[config.mk]
export PLATFORM = sky130hd
export DESIGN_NAME = exec_unit_flat
export DESIGN_NICKNAME = d
export VERILOG_FILES = /design/src/rtl/exec_unit_if.sv /design/src/rtl/exec_unit.sv /design/src/flat_wrapper.sv
export SDC_FILE = /design/constraint.sdc
export NUM_CORES = 1
export LEC_CHECK = 0
export ABC_AREA = 1
export CORE_ASPECT_RATIO = 0.7
export CORE_MARGIN = 2
export CORE_UTILIZATION = 45
export DETAILED_ROUTE_END_ITERATION = 10
export GPL_TIMING_DRIVEN = 0
export PLACE_DENSITY = 0.86
export SYNTH_ARGS = -nofsm -noshare
export SYNTH_HDL_FRONTEND = slang
export SYNTH_SLANG_ARGS = --single-unit
[constraint.sdc]
create_clock -name clk -period 2.3 [get_ports clk]
set_clock_uncertainty 0.2 [all_clocks]
set_input_delay 0.46 -clock clk [delete_from_list [all_inputs] [get_ports clk]]
set_output_delay 0.46 -clock clk [all_outputs]
set_load 0.02 [all_outputs]
[src/rtl/exec_unit_if.sv]
// Request/response bundle between the issue logic and exec_unit.
// The master drives the operation request; the slave (exec_unit) returns the write-back.
interface exec_unit_if;
  logic        start;
  logic [2:0]  aluk;
  logic [15:0] Ra;
  logic [15:0] Rb;
  logic [15:0] imm;
  logic        selImm;
  logic [2:0]  DRin;
  logic [15:0] result;
  logic        regWE;
  logic [2:0]  DR;
  logic        busy;
  logic [2:0]  nzp;

  modport master (
    output start, aluk, Ra, Rb, imm, selImm, DRin,
    input  result, regWE, DR, busy, nzp
  );

  modport slave (
    input  start, aluk, Ra, Rb, imm, selImm, DRin,
    output result, regWE, DR, busy, nzp
  );
endinterface

[src/rtl/exec_unit.sv]
// Multi-cycle ALU: ADD/AND/NOT/PASSA in one execute cycle, optional 16-cycle shift-add MUL.
// Define EXEC_UNIT_MUL_EN to build the MUL state and multiplier; otherwise aluk 100 runs as PASSA.
module exec_unit (
  input  logic         clk,
  input  logic         reset,
  exec_unit_if.slave   bus
);

  localparam logic [2:0] OP_ADD   = 3'b000;
  localparam logic [2:0] OP_AND   = 3'b001;
  localparam logic [2:0] OP_NOT   = 3'b010;
  localparam logic [2:0] OP_PASSA = 3'b011;

`ifdef EXEC_UNIT_MUL_EN
  localparam logic [2:0] OP_MUL   = 3'b100;
  typedef enum logic [1:0] {S_IDLE, S_EXEC, S_MUL, S_DONE} state_t;
`else
  typedef enum logic [1:0] {S_IDLE, S_EXEC, S_DONE} state_t;
`endif

  state_t      state;
  logic [15:0] a_q;
  logic [15:0] b_q;
  logic [2:0]  op_q;
  logic [2:0]  dr_q;
  logic [15:0] alu_y;

  function automatic logic [2:0] cond_codes(input logic [15:0] v);
    if (v[15])          return 3'b100;
    else if (v == 16'h0) return 3'b010;
    else                return 3'b001;
  endfunction

  // Reserved opcodes (and MUL when the multiplier is not built) fall through to PASSA.
  always_comb begin
    alu_y = a_q;
    case (op_q)
      OP_ADD:   alu_y = a_q + b_q;
      OP_AND:   alu_y = a_q & b_q;
      OP_NOT:   alu_y = ~a_q;
      OP_PASSA: alu_y = a_q;
      default:  alu_y = a_q;
    endcase
  end

`ifdef EXEC_UNIT_MUL_EN
  // a_q shifts left as the multiplicand, b_q shifts right so b_q[0] is the current multiplier bit.
  logic [15:0] acc;
  logic [3:0]  cnt;
  logic [15:0] mul_sum;

  always_comb begin
    mul_sum = acc + (b_q[0] ? a_q : 16'h0000);
  end
`endif

  // NOTE: all sequential state is updated with non-blocking assignments so every register
  // samples the pre-edge values, independent of statement order.
  always_ff @(posedge clk or posedge reset) begin
    if (reset) begin
      state      <= S_IDLE;
      a_q        <= 16'h0000;
      b_q        <= 16'h0000;
      op_q       <= 3'b000;
      dr_q       <= 3'b000;
      bus.result <= 16'h0000;
      bus.regWE  <= 1'b0;
      bus.DR     <= 3'b000;
      bus.busy   <= 1'b0;
      bus.nzp    <= 3'b010;
`ifdef EXEC_UNIT_MUL_EN
      acc        <= 16'h0000;
      cnt        <= 4'd0;
`endif
    end else begin
      bus.regWE <= 1'b0;
      case (state)
        S_IDLE: begin
          if (bus.start) begin
            a_q      <= bus.Ra;
            b_q      <= bus.selImm ? bus.imm : bus.Rb;
            op_q     <= bus.aluk;
            dr_q     <= bus.DRin;
            bus.busy <= 1'b1;
`ifdef EXEC_UNIT_MUL_EN
            acc      <= 16'h0000;
            cnt      <= 4'd0;
            state    <= (bus.aluk == OP_MUL) ? S_MUL : S_EXEC;
`else
            state    <= S_EXEC;
`endif
          end
        end
        S_EXEC: begin
          bus.result <= alu_y;
          bus.nzp    <= cond_codes(alu_y);
          bus.DR     <= dr_q;
          bus.regWE  <= 1'b1;
          state      <= S_DONE;
        end
`ifdef EXEC_UNIT_MUL_EN
        S_MUL: begin
          acc <= mul_sum;
          a_q <= a_q << 1;
          b_q <= b_q >> 1;
          cnt <= cnt + 4'd1;
          if (cnt == 4'd15) begin
            bus.result <= mul_sum;
            bus.nzp    <= cond_codes(mul_sum);
            bus.DR     <= dr_q;
            bus.regWE  <= 1'b1;
            state      <= S_DONE;
          end
        end
`endif
        S_DONE: begin
          bus.busy <= 1'b0;
          state    <= S_IDLE;
        end
        default: state <= S_IDLE;
      endcase
    end
  end

endmodule
[src/flat_wrapper.sv]
// flat-port wrapper written by rule: the top's interface ports become plain ports
module exec_unit_flat 
  (clk, reset, bus_start, bus_aluk, bus_Ra, bus_Rb, bus_imm, bus_selImm, bus_DRin, bus_result, bus_regWE, bus_DR, bus_busy, bus_nzp);
  exec_unit_if bus_i ();
  input  logic clk;
  input  logic reset;
  input wire logic [$bits(bus_i.start)-1:0] bus_start;
  input wire logic [$bits(bus_i.aluk)-1:0] bus_aluk;
  input wire logic [$bits(bus_i.Ra)-1:0] bus_Ra;
  input wire logic [$bits(bus_i.Rb)-1:0] bus_Rb;
  input wire logic [$bits(bus_i.imm)-1:0] bus_imm;
  input wire logic [$bits(bus_i.selImm)-1:0] bus_selImm;
  input wire logic [$bits(bus_i.DRin)-1:0] bus_DRin;
  output wire logic [$bits(bus_i.result)-1:0] bus_result;
  output wire logic [$bits(bus_i.regWE)-1:0] bus_regWE;
  output wire logic [$bits(bus_i.DR)-1:0] bus_DR;
  output wire logic [$bits(bus_i.busy)-1:0] bus_busy;
  output wire logic [$bits(bus_i.nzp)-1:0] bus_nzp;
  assign bus_i.start = bus_start;
  assign bus_i.aluk = bus_aluk;
  assign bus_i.Ra = bus_Ra;
  assign bus_i.Rb = bus_Rb;
  assign bus_i.imm = bus_imm;
  assign bus_i.selImm = bus_selImm;
  assign bus_i.DRin = bus_DRin;
  assign bus_result = bus_i.result;
  assign bus_regWE = bus_i.regWE;
  assign bus_DR = bus_i.DR;
  assign bus_busy = bus_i.busy;
  assign bus_nzp = bus_i.nzp;
  exec_unit u_core (.clk(clk), .reset(reset), .bus(bus_i));
endmodule
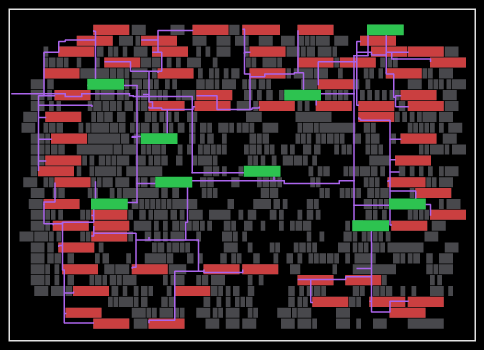
*Clock distribution*
(4 px per um)
clock drivers -> green  # count 9
flip-flops -> red  # count 63
clock wires -> purple  # length 915 um
flops lie = spread over the die
routed clock nets = 10
power drawn by the clock network: 1.34 mW
clock network fraction of design power: 0.215

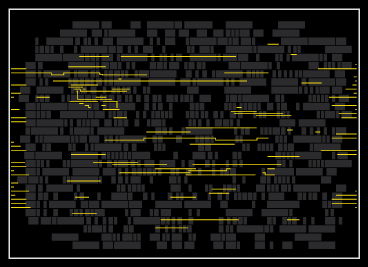
*Metal 3*
(3 px per um)
nets with wire on the layer = 80
main direction = horizontal
longest straight run = 64.4 um
routed via count: 4,194
met3 Track Usage GR: 0.0584

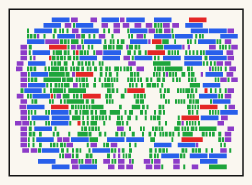
*Cell classes on the final placement*
(2 px per um)
combinational and other logic -> green  # cells 505
sequential cells -> blue  # cells 63
remaining buffers and delay cells -> purple  # cells 107
clock drivers and dummy loads -> red  # cells 16
Cell Rows: 28
final design utilization: 0.644
post-route cell area: 0.00548 mm2

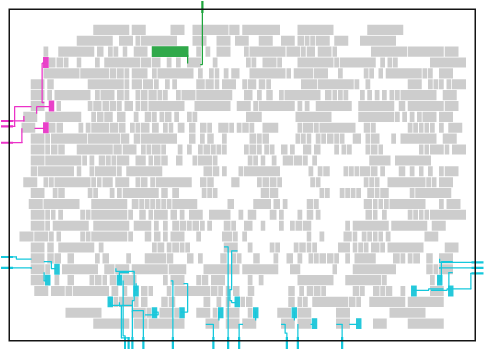
*I/O nets highlighted*
(4 px per um)
bus_imm -> cyan  # bits 16, direction input, end cells 16, wire 244 um
bus_aluk -> magenta  # bits 3, direction input, end cells 3, wire 38.0 um
bus_regWE -> green  # bits 1, direction output, end cells 1, wire 15.9 um
buffers added on ports: 81
io pins: 82

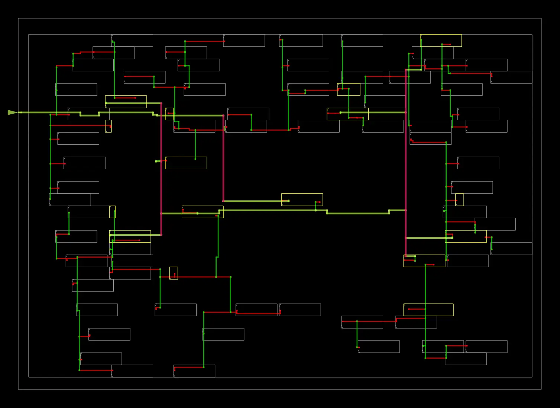
*The clock network*
clock buffer count: 12
number of clock buffers inserted by TritonCTS: 9
clock latency at the later pin of the worst-skew pair: 0.34 ns

==> notes.md <==
Purpose: to document the outcome of synthesis and place and route.

Logic synthesis
The synthesized flop and latch total is 63. The Yosys chip area is between 0.003 and 0.004 mm2. Per the synthesis report, the dominant area consumer among library cells is sky130_fd_sc_hd__dfrtp_1. The number of nets produced by synthesis is approximately 660.

The number of warnings issued by yosys is 0. In this run, synthesis inferred 0 flip-flops with an integrated enable. The synthesized-area fraction occupied by xor and xnor cells is 0. After synthesis, the largest family of logic cells by area is simple AND/OR/NAND/NOR gates. The dominant synthesized flop cell is sky130_fd_sc_hd__dfrtp_1. Synthesis produced 586 cells.

The synthesis report gives the async set-or-reset register share as 1.00. For reference, the top cells by area after synthesis are sky130_fd_sc_hd__dfrtp_1, sky130_fd_sc_hd__nand2_1, sky130_fd_sc_hd__o21ai_0. The sequential element share of the synthesized area is 0.398.

The average instance in the mapped netlist occupies around 6.8 um2. The post-synthesis share of cell area spent on and, or, nand and nor gates is 0.355. The distinct cell type count after synthesis is 29.

Layout
The footprint of the multi-input gates is around 0.0022 mm2. The finished layout holds about 810 standard cells, fillers aside. The clock network area share is 0.0532. The proportion of final cell area spent on non-clock buffers is 0.176. The post-synthesis to final-layout area growth is 38.4%. Of the total standard cell area in the layout, the multi-input combinational portion is 0.402. The top cell types in the final layout, fill and taps aside, are sky130_fd_sc_hd__nand2_1, sky130_fd_sc_hd__clkdlybuf4s50_1, sky130_fd_sc_hd__inv_1.

The biggest area consumer among cell classes is multi-input combinational cells. The count of plain and timing-repair buffers in the layout is ~110. The final-stage net count is 761. The count of antenna diodes in the layout is 0. Non-clock inverters in the final layout number ~77.

The sequential fraction of total cell area is 0.288. The most common logic cell in the routed design is sky130_fd_sc_hd__nand2_1.

Global routing
Entering global routing, the biggest net connects 35 pins. The number of antenna violations at the first check in global routing is 0. The via count of the first global-routing pass is slightly below 4,000. The wire length of the first global-routing pass is about 19 mm. After global routing the overflow that remains totals 0. The global routing usage on met1 is 0.352. The total routing usage reported by global routing is 0.260.

Power
The total combinational power is between 3 and 4 mW. VDD sags by at most 533 uV. The sequential cell fraction of total power is 0.282. The script computed a power per unit cell area of roughly 1100 mW/mm2. The internal cell power is around 3.6 mW. After layout, the design draws a total of approximately 6.3 mW.

The top power group is combinational logic. The combinational group share of total power is 0.503. For this design the total switching power over the nets is about 2.6 mW.

Final timing
The worst path setup slack after routing is -0.152 ns. Per the final timing report, the hold violations number 0. The relative max-transition margin is 0.574.

Setup repair after global routing could not meet its margin everywhere. The final worst-path cycle share is 1.07. The worst hold slack is ~0.28 ns. The count of final setup violators is 2. Timing would allow up to 0.408 GHz. The total negative slack for setup checks is -0.248 ns. The max-slew violation count is 0.

Critical path
The worst register-to-register path ends at u_core.bus.nzp[0]$_DFFE_PP0P_. Per the timing report, the most critical flop-to-flop path originates at u_core.b_q[0]$_DFFE_PP0P_. The critical path class is register to register. The worst setup path is launched from a register. The most critical setup path has its startpoint at u_core.b_q[0]$_DFFE_PP0P_.

The slack of the worst reg-to-reg path is -0.15 ns. The largest individual stage delay along the critical path comes from the cell sky130_fd_sc_hd__dfrtp_1. The critical path contains buffers and inverters numbering 0 combined.

Walking the critical path from launch to capture passes 13 cell instances. Listed in order, past its start point the critical path passes ha_4 > fa_2 > or2_4 > nand3_2 > nand4_1 > nor2_1 > nand2_1 > nor2_2 > nand3_2 > nor2_4 > nand3_2 > nand2_1 > nand2_1. Per STA, the worst path accumulates the most delay in the family simple AND/OR/NAND/NOR gates. The largest stage delay on the critical path is 0.42 ns. The element type at the critical path end is a register.

Floorplanning
From left edge to right edge, the die measures approximately 120 um. The chip occupies between 0.009 and 0.01 mm2. Per the OpenROAD floorplan log, the area of the core is between 0.008 and 0.009 mm2. The share of the core area taken by cells at floorplan is 0.465. The die is ~82 um tall.

Route
In the routed layout, each cell is associated on average with a via count of between 5 and 6. After the first detailed-routing iteration, the DRC count stood at 302. The first detailed-routing pass ran for 5 iterations. The top routing layer in use is met4. The average wire per standard cell is 14.7 um. Per the detail_route log, met2 wirelength is 5.43 mm. The number of nets still failing antenna checks after routing is 0. After detailed routing, the number of remaining DRC violations is 0. In the per-layer breakdown of the detailed-route log, met1 shows approximately 5.5 mm. The met3 layer wire length in the routed design is a little under 900 um.

Hold path
The worst hold path was traced through 2 stages. The origin of the worst min-delay path is u_core.bus.nzp[1]$_DFFE_PP1P_. The end point of the most critical hold path is u_core.bus.nzp[1]$_DFFE_PP1P_. Note that the worst hold path type here is register to register.

CTS
The clock root buffer is sky130_fd_sc_hd__clkbuf_16. The report puts the hold buffer count at CTS at 0. The count of instances resized after the clock tree is built is 7. The H-tree was split into 3 levels. The clock drives around 63 sinks. The CTS tree is yes.

Placement
At the end of routability-driven placement, the weighted congestion stood at 0.912. After detailed placement, the design holds a cell count of roughly 800. Before CTS, the worst setup slack after placement is -0.283 ns.

After legalization and detailed placement, the total HPWL measured roughly 9.1 mm.

Outcome
The run finished, with violations left. The checks that failed: negative setup slack.

Flow run
The stage-log warning count is 28. The report counts max-capacitance violations totalling 0.
Power and IR drop assume default switching activity.
